Design apb_uart_tx_master, sky130hd; sources not shown.
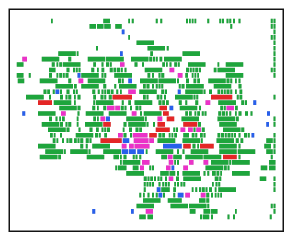
sizing.png
Scale: 2 px per µm.
[blue] x2 | cells: 24 | share: 4.3% | most used: buf_2
[green] x1 and smaller | cells: 486 | share: 87% | most used: nand2_1
[red] x6 and larger | cells: 15 | share: 2.7% | most used: buf_6
[magenta] x3 and x4 | cells: 36 | share: 6.4% | most used: buf_4
Syn-to-layout area delta: 16.8%
post-route setup slack: -0.206 ns
area of all placed cells without fillers: 4920 µm²
non-clock buffer instance count of the final layout: 61

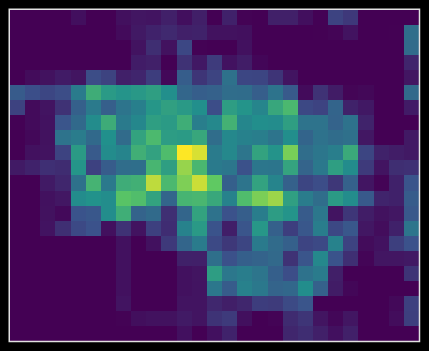
route_heat.png
Scale: 3 px per µm. 27 x 22 tiles, from dark purple (low) to yellow (high), scaled to the fullest tile. Values are wire area over tile area, all layers added.
fullest tile: 0.55
mean over tiles: 0.11
nearly empty tiles: 33%
emptiest ninth of the die: south-west
densest ninth of the die: centre
tiles over half the peak: 11%
routed wire length: 9970 µm
detail-routed net length per standard cell: 13.5 µm
Total Routing Usage GR: 14.1%

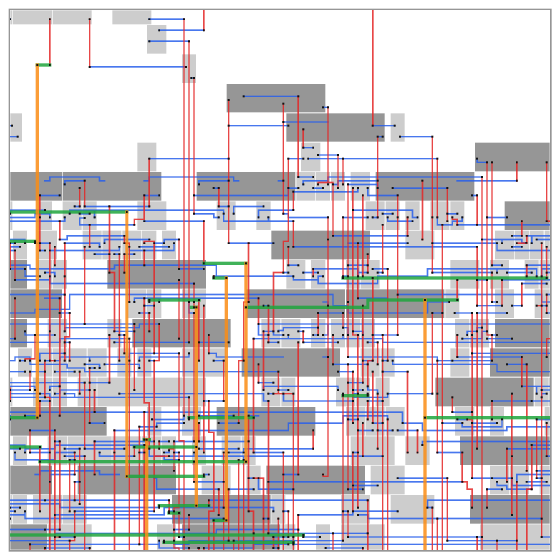
closeup.png
Window x 43 to 93, y 52 to 102 µm. Cells in grey, sequential cells in the stronger grey; small squares are vias.
[orange] M4
[red] M2
[blue] M1
[green] M3
sequential cells in the window: 25
cells with their middle in the window: 140
most frequent: o21ai_0 (29), nand2_1 (29), dfrtp_1 (25)

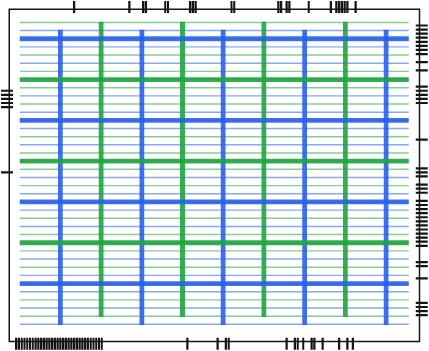
floorplan.png
Scale: 3 px per µm. Pins as bars on the die edge.
[green] VDD
[blue] VSS
rows: 37
met5 straps: 7
met4 straps: 9
met1 rails: 38
die outline width: 136 µm
DIE HEIGHT: 110 µm
Max IR drop VDD: 0.409 mV

==> run notes <==
The flow run is done. At the worst endpoint, the required time is 1.60 ns. The register with the most flip-flops in the layout has 64 of them. Cell count after placement landed at 714. Power density over the cells landed at 1370 nW/µm². Number of cell rows landed at 37. Number of pins exceeding their max-slew limit in the final report landed at 0. Number of global-route vias before repair landed at 3181. The number of cells on the worst reg-to-reg path is 13. After synthesis, the cell types taking the most area are sky130_fd_sc_hd__dfrtp_1 (49%), sky130_fd_sc_hd__o21ai_0 (15%), sky130_fd_sc_hd__buf_4 (9.8%), sky130_fd_sc_hd__nand2_1 (8.6%), sky130_fd_sc_hd__nor2_1 (6.5%). The checks that failed: setup timing. Final core area utilization landed at 37.7%. In this run the worst hold path is classified as reg2reg. Counting along the longest clock path gives a buffer depth of 2. Multiplexer share of the synthesized area landed at 0%.

The critical path's slowest stage uses the library cell sky130_fd_sc_hd__dfrtp_2. Count of input and output buffers landed at 31. Total standard cell area after synthesis landed at 4210 µm². STA classifies the critical path startpoint as a flop. Met2 usage in global routing landed at 21.2%.

Per the synthesis report, the simple-gate share of the synthesized area is 19.2%. For this run, the script counts the antenna cells in the layout as 0. Synthesis produced 506 cells. Final worst-path cycle share landed at 109%. Setup repair after global routing could not meet its margin everywhere. Setup fix buffers added after clock tree synthesis landed at 4. The clock tree synthesis step divided the H-tree into 3 levels. The setup path with the least slack is of type reg2out.

Detailed-placement wirelength estimate landed at 6800 µm. TritonCTS built the clock tree. Final critical path time including I/O delays and setup landed at 2.41 ns. The last timing report of the flow puts the setup violation total at 8. Total CTS buffers landed at 9. After synthesis, the largest area contributor takes up 48.8% of total cell area. After layout, the design draws a total of 6.75 mW. STA classifies the critical path endpoint as an output pin.

The first global-routing pass estimated 16300 µm of wire. Maximum number of pins on one net before global-route repair landed at 43. The run finished, with violations left. The script logs the ratio of routed vias to standard cells as 4.56. The worst hold path was traced through 2 stages. According to the report, the first pass of detailed routing completed in 5 iterations. Number of sinks on the clock net landed at 82. Met1 demand-to-capacity share in global routing landed at 20.0%.

Routing resource usage on met3 recorded by global route was 3.99%. Buffers inserted to repair hold after CTS numbered 1. Delay of the slowest cell on the worst path landed at 0.47 ns. Post-route worst setup slack landed at -0.206 ns.

Worst-skew pair later-pin latency landed at 0.43 ns. Count of library flops with an enable pin landed at 0. Met1 routed wirelength after detailed routing landed at 4720 µm. Signal routing reaches up to met4. sky130_fd_sc_hd__o21ai_0 is the most common cell in the netlist.

In the synthesized netlist the async set-or-reset flop fraction comes to 100%. Xor and xnor area share after synthesis landed at 1.04%. Per the detail_route log, met3 wirelength is 656 µm. Final cell count without fillers landed at 736.

Post-route worst hold slack landed at 0.446 ns. Residual overflow from global routing landed at 0. Data arrival time of the critical path landed at 1.81 ns. Register-to-register setup slack landed at 0.36 ns. Total cell area reported by yosys after synthesis landed at 4210 µm². Number of cells in Yosys stat landed at 506.

The placement summary gives the final routability congestion estimate as 0.789. Listed in order, past its start point the critical path passes buf_12 -> inv_6 -> buf_6 -> nor2_1 -> o21ai_1 -> nor2_1 -> nor2_1 -> buf_2. Sum of met2 wire segment lengths after detailed routing landed at 4410 µm. Number of nets at the end of the flow landed at 607. The biggest area contributor in the post-synthesis netlist is sky130_fd_sc_hd__dfrtp_1.

Summing the sequential cell areas from Yosys gives 48.8% of the chip area.
[where the power goes]
part	internal (mW)	switching, mW
Combinational	1.36	1.79
Sequential	2.17	0.461
Clock	0.450	0.508
Total	3.99	2.76
[critical path, delay by kind of cell (launching register included)]
family	cells	cell delay (ns)
buf+inv	4	0.50
flops	1	0.47
simple gates	3	0.26
compound gates	1	0.14
[metrics by stage]
step	area, µm²	setup slack (ns)	setup TNS [ns]
final	4920	-0.206	-1.42
after CTS	4900	-0.262	-1.83
after global routing	4920	-0.365	-2.68
after detailed placement	4650	-0.203	-1.18
after global placement	4650	-0.207	-1.14
after floorplan	4400	0.304	0
[area by class of cell]
class	count	area, µm²
multi-input cells	375	1790
repair buffers	61	598
inverters	27	109
well taps	175	219
clock buffers	9	67.6
flip-flops and latches	82	2050
clock inverters	7	83.8
fillers	1330	8140
Power is estimated from default activity; no workload was simulated.
